<file path="src/rtl/fifo_downsize_pkg.sv">
// Shared constants and types for the 32-bit-in / 4-bit-out FIFO.
package fifo_downsize_pkg;
  localparam int WR_WIDTH = 32;
  localparam int RD_WIDTH = 4;
  localparam int DEPTH    = 4;
  localparam int RATIO    = WR_WIDTH / RD_WIDTH;
  localparam int AW       = $clog2(DEPTH);
  localparam int IW       = $clog2(RATIO);
  localparam int LVL_W    = $clog2(DEPTH * RATIO + 1);

  // Valid nibble count of a stored word, 1..8.
  typedef logic [3:0] nib_cnt_t;

  // The write port encodes "all 8 nibbles" as 0.
  function automatic nib_cnt_t decode_cnt(input logic [2:0] c);
    return (c == 3'd0) ? nib_cnt_t'(RATIO) : {1'b0, c};
  endfunction
endpackage

</file>
<file path="src/rtl/fifo_downsize_if.sv">
// Write/read bus of the downsizing FIFO: the master drives requests, the slave is the FIFO.
interface fifo_downsize_if;
  import fifo_downsize_pkg::*;

  // wr is accepted at the next edge only while full is low; rd is serviced in the
  // same cycle only while empty is low, and rd_data_vld marks that service.
  logic                wr;
  logic [WR_WIDTH-1:0] wr_data;
  logic [2:0]          wr_nib_cnt;
  logic                full;
  logic                rd;
  logic [RD_WIDTH-1:0] rd_data;
  logic                rd_data_vld;
  logic                rd_last;
  logic                empty;
  logic [LVL_W-1:0]    level;
  logic                ovf_err;
  logic                unf_err;

  modport master (
    output wr, wr_data, wr_nib_cnt, rd,
    input  full, rd_data, rd_data_vld, rd_last, empty, level, ovf_err, unf_err
  );

  modport slave (
    input  wr, wr_data, wr_nib_cnt, rd,
    output full, rd_data, rd_data_vld, rd_last, empty, level, ovf_err, unf_err
  );
endinterface

</file>
<file path="src/rtl/fifo_downsize_ptr_ctl.sv">
// Word pointer with an extra wrap bit; the address part wraps 3->0 and toggles the wrap bit.
module fifo_downsize_ptr_ctl
  import fifo_downsize_pkg::*;
(
  input  logic        clk,
  input  logic        rst,
  input  logic        inc,
  output logic [AW:0] ptr
);

  always_ff @(posedge clk or posedge rst) begin
    if (rst) begin
      ptr <= '0;
    end else if (inc) begin
      ptr <= ptr + 1'b1;
    end
  end

endmodule

</file>
<file path="src/rtl/fifo_downsize.sv">
// Asymmetric FIFO: 32-bit (possibly partial) words in, one 4-bit nibble out per read, LSB first.
module fifo_downsize
  import fifo_downsize_pkg::*;
(
  input  logic           clk,
  input  logic           rst,
  fifo_downsize_if.slave bus
);

  logic [WR_WIDTH-1:0] mem     [DEPTH];
  nib_cnt_t            cnt_mem [DEPTH];

  logic [AW:0]      wr_ptr;
  logic [AW:0]      rd_ptr;
  logic [IW-1:0]    nib_idx;
  logic [LVL_W-1:0] level_q;
  logic             ovf_q;
  logic             unf_q;

  logic                wr_acc;
  logic                rd_acc;
  logic                addr_eq;
  logic                at_last;
  nib_cnt_t            wr_cnt;
  nib_cnt_t            cur_cnt;
  logic [WR_WIDTH-1:0] cur_word;

  assign addr_eq   = (wr_ptr[AW-1:0] == rd_ptr[AW-1:0]);
  assign bus.full  = addr_eq && (wr_ptr[AW] != rd_ptr[AW]);
  assign bus.empty = addr_eq && (wr_ptr[AW] == rd_ptr[AW]);

  assign wr_acc   = bus.wr && !bus.full;
  assign rd_acc   = bus.rd && !bus.empty;
  assign wr_cnt   = decode_cnt(bus.wr_nib_cnt);
  assign cur_word = mem[rd_ptr[AW-1:0]];
  assign cur_cnt  = cnt_mem[rd_ptr[AW-1:0]];
  assign at_last  = ({1'b0, nib_idx} == (cur_cnt - 4'd1));

  // Output is forced to zero unless a nibble is actually being handed over.
  assign bus.rd_data     = rd_acc ? cur_word[nib_idx*RD_WIDTH +: RD_WIDTH] : '0;
  assign bus.rd_data_vld = rd_acc;
  assign bus.rd_last     = rd_acc && at_last;
  assign bus.level       = level_q;
  assign bus.ovf_err     = ovf_q;
  assign bus.unf_err     = unf_q;

  fifo_downsize_ptr_ctl u_wr_ptr (
    .clk (clk),
    .rst (rst),
    .inc (wr_acc),
    .ptr (wr_ptr)
  );

  fifo_downsize_ptr_ctl u_rd_ptr (
    .clk (clk),
    .rst (rst),
    .inc (rd_acc && at_last),
    .ptr (rd_ptr)
  );

  always_ff @(posedge clk) begin
    if (wr_acc) begin
      mem[wr_ptr[AW-1:0]]     <= bus.wr_data;
      cnt_mem[wr_ptr[AW-1:0]] <= wr_cnt;
    end
  end

  always_ff @(posedge clk or posedge rst) begin
    if (rst) begin
      nib_idx <= '0;
      level_q <= '0;
      ovf_q   <= 1'b0;
      unf_q   <= 1'b0;
    end else begin
      if (rd_acc) begin
        nib_idx <= at_last ? '0 : nib_idx + 1'b1;
      end
      level_q <= level_q + (wr_acc ? LVL_W'(wr_cnt) : '0) - (rd_acc ? LVL_W'(1) : '0);
      if (bus.wr && bus.full) begin
        ovf_q <= 1'b1;
      end
      if (bus.rd && bus.empty) begin
        unf_q <= 1'b1;
      end
    end
  end

endmodule

</file>
<file path="src/flat_wrapper.sv">
// flat-port wrapper written by rule: the top's interface ports become plain ports
module fifo_downsize_flat import fifo_downsize_pkg::*;
  (clk, rst, bus_wr, bus_wr_data, bus_wr_nib_cnt, bus_rd, bus_full, bus_rd_data, bus_rd_data_vld, bus_rd_last, bus_empty, bus_level, bus_ovf_err, bus_unf_err);
  fifo_downsize_if bus_i ();
  input  logic clk;
  input  logic rst;
  input wire logic [$bits(bus_i.wr)-1:0] bus_wr;
  input wire logic [$bits(bus_i.wr_data)-1:0] bus_wr_data;
  input wire logic [$bits(bus_i.wr_nib_cnt)-1:0] bus_wr_nib_cnt;
  input wire logic [$bits(bus_i.rd)-1:0] bus_rd;
  output wire logic [$bits(bus_i.full)-1:0] bus_full;
  output wire logic [$bits(bus_i.rd_data)-1:0] bus_rd_data;
  output wire logic [$bits(bus_i.rd_data_vld)-1:0] bus_rd_data_vld;
  output wire logic [$bits(bus_i.rd_last)-1:0] bus_rd_last;
  output wire logic [$bits(bus_i.empty)-1:0] bus_empty;
  output wire logic [$bits(bus_i.level)-1:0] bus_level;
  output wire logic [$bits(bus_i.ovf_err)-1:0] bus_ovf_err;
  output wire logic [$bits(bus_i.unf_err)-1:0] bus_unf_err;
  assign bus_i.wr = bus_wr;
  assign bus_i.wr_data = bus_wr_data;
  assign bus_i.wr_nib_cnt = bus_wr_nib_cnt;
  assign bus_i.rd = bus_rd;
  assign bus_full = bus_i.full;
  assign bus_rd_data = bus_i.rd_data;
  assign bus_rd_data_vld = bus_i.rd_data_vld;
  assign bus_rd_last = bus_i.rd_last;
  assign bus_empty = bus_i.empty;
  assign bus_level = bus_i.level;
  assign bus_ovf_err = bus_i.ovf_err;
  assign bus_unf_err = bus_i.unf_err;
  fifo_downsize u_core (.clk(clk), .rst(rst), .bus(bus_i));
endmodule
</file>
<file path="config.mk">
export PLATFORM = sky130hd
export DESIGN_NAME = fifo_downsize_flat
export DESIGN_NICKNAME = d
export VERILOG_FILES = /design/src/rtl/fifo_downsize_pkg.sv /design/src/rtl/fifo_downsize_if.sv /design/src/rtl/fifo_downsize_ptr_ctl.sv /design/src/rtl/fifo_downsize.sv /design/src/flat_wrapper.sv
export SDC_FILE = /design/constraint.sdc
export NUM_CORES = 1
export LEC_CHECK = 0
export CAP_MARGIN = 0
export CELL_PAD_IN_SITES_DETAIL_PLACEMENT = 2
export CELL_PAD_IN_SITES_GLOBAL_PLACEMENT = 2
export CORE_MARGIN = 2
export CORE_UTILIZATION = 30
export DETAILED_ROUTE_END_ITERATION = 8
export PLACE_DENSITY_LB_ADDON = 0.1
export SLEW_MARGIN = 20
export SYNTH_ARGS = -nofsm -noshare
export SYNTH_HDL_FRONTEND = slang
export SYNTH_HIERARCHICAL = 1
export SYNTH_SLANG_ARGS = --single-unit
</file>
<file path="constraint.sdc">
create_clock -name clk -period 12.35 [get_ports clk]
set_input_delay 1.8525 -clock clk [delete_from_list [all_inputs] [get_ports clk]]
set_output_delay 1.8525 -clock clk [all_outputs]
set_load 0.01 [all_outputs]
</file>
==> run summary <==
CP required -> 10.50 ns
Place WS -> 6.33 ns
hold buffers post-CTS -> 0
CTS max path bufs -> 2
Worst Path Buf+Inv -> 3
Commonest flop -> edfxtp_1
vias in the first global route -> 3,873
number of max-cap violations -> 0
row count -> 54
most frequent cells in the layout -> edfxtp_1 (144), clkdlybuf4s50_1 (54), mux4_2 (34)
Peak VDD IR -> 102 uV
Inserted Clock Buffers -> 17
Yosys top cell by area -> edfxtp_1
count leader, synth -> edfxtp_1
main area contributors -> edfxtp_1 (64%), mux4_2 (11%), dfrtp_1 (6.3%)
Ports -> 55
Crit path depth -> 10
post-DP HPWL -> 9.39 mm
H-tree Lvls -> 4
global route hottest layer -> met2
CTS tree -> done
crit path capture type -> primary output
Antenna Nets Post-Route -> 0
DR vias -> 3,411
outcome -> finished clean
clk_skew -> 0.00874 ns
PnR worst setup slack -> 5.97 ns
crit path max fanout -> 25
post-CTS resize count -> 0
share of post-route cells with drive strength above 1 -> 20.0%
CP startpoint -> u_core/u_rd_ptr/ptr[0]$_DFFE_PP0P_
max frequency -> 157 MHz
met3 Usage GRT -> 3.80%
power per cell area -> 253 nW/um^2
CP max stage delay -> 0.83 ns
worst reg2reg startpoint -> u_core/u_rd_ptr/ptr[0]$_DFFE_PP0P_
hold depth -> 1
crit path kind -> reg2out
clk_lat worst skew -> 0.43 ns
Synth Net Count -> 414
clock buffer count -> 17
top cell category -> sequential cells
ys cells -> 361
registers -> 161
WL/cell -> 20.5 um
critical path arrival -> 4.53 ns
worst reg-to-reg path cell count -> 10
Tot GR Track Use -> 13.5%
final hold slack -> 0.461 ns
Plain + repair buffers -> 61
OpenROAD warning count -> 26
TritonRoute pass-1 iters -> 4
initial antenna violation count -> 0
Hold Startpoint -> u_core/bus.ovf_err$_DFFE_PP0P_
dpl cells -> 684
Via density -> 4.76
die width -> 154 um
Top Metal Used -> met4
Data buffer area share -> 7.26%
final WL -> 14.7 mm
first-pass GRT wire length -> 23.3 mm
Syn Area/Cell -> 18.7 sq um
area delta synth->final -> 21.2%
fillers -> 2,118
crit path cell chain -> buf_4 -> mux4_2 -> inv_1 -> ha_1 -> xor2_1 -> o21ai_0 -> a211o_1 -> a211oi_2 -> and2_1 -> clkdlybuf4s50_1
unrepaired setup endpoints after global routing -> false
chip area -> 23,700 sq um
leakage power -> 2.79 nW
tap cells -> 280
area share, top type -> 64.2%
dpl cell area -> 7580 sq um
Hold WC Path Type -> reg2reg
largest net degree at the start of global routing -> 37
metal2 WL -> 7.30 mm
==> logic make-up after synthesis <==
logic type / synth area share, %
flip-flops: 70.5
multiplexers: 14.2
buffers and inverters: 2.93
AND/OR/NAND/NOR: 3.25
AND-OR/OR-AND: 4.03
XOR/XNOR: 2.34
adder cells (fa/ha/maj): 2.71
==> state kept, by name, summed over array words and instances (netlist names) <==
register / cells
u_core/mem: 128
u_core/bus.unf_err: 1
u_core/bus.ovf_err: 1
u_core/cnt_mem: 16
u_core/nib_idx: 3
u_core/u_rd_ptr/ptr: 3
u_core/u_wr_ptr/ptr: 3
u_core/bus.level: 6
==> where the power goes <==
part	switching, mW	internal, mW
Sequential	0.0795	0.741
Clock	0.245	0.271
Combinational	0.378	0.351
Fig. 1: gate-type map
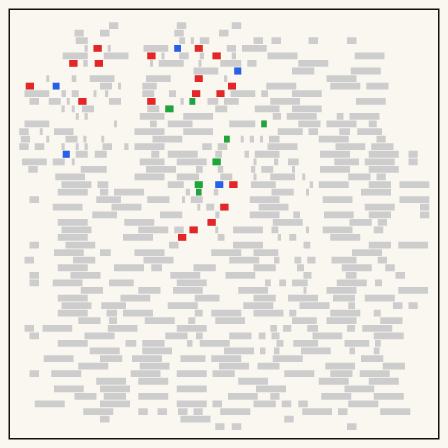
AND-OR and OR-AND gates -> blue  # cells 5
XOR/XNOR gates -> red  # cells 18
AND and OR gates -> green  # cells 7
final cell count without fillers: 716
multi-input combinational area share: 22.1%

Fig. 2: local utilization
The die is cut into 15 by 15 equal tiles; white is low, dark blue is high, 0 to 100% covered.
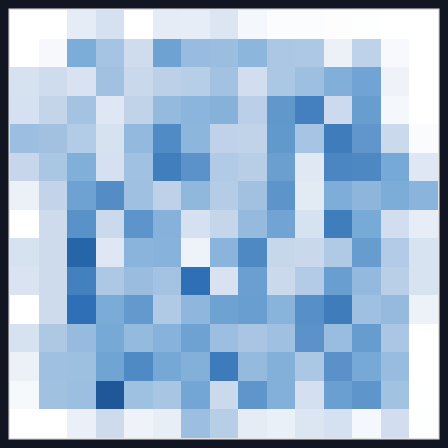
nearly empty tiles = 9.3%
tiles over 75% full = 0.90%
mean over tiles = 33%
fullest tile = 84%
Core Box Area: 22,000 sq um
final core occ: 37.2%
FP Util: 30.7%

Power and IR drop assume default switching activity.
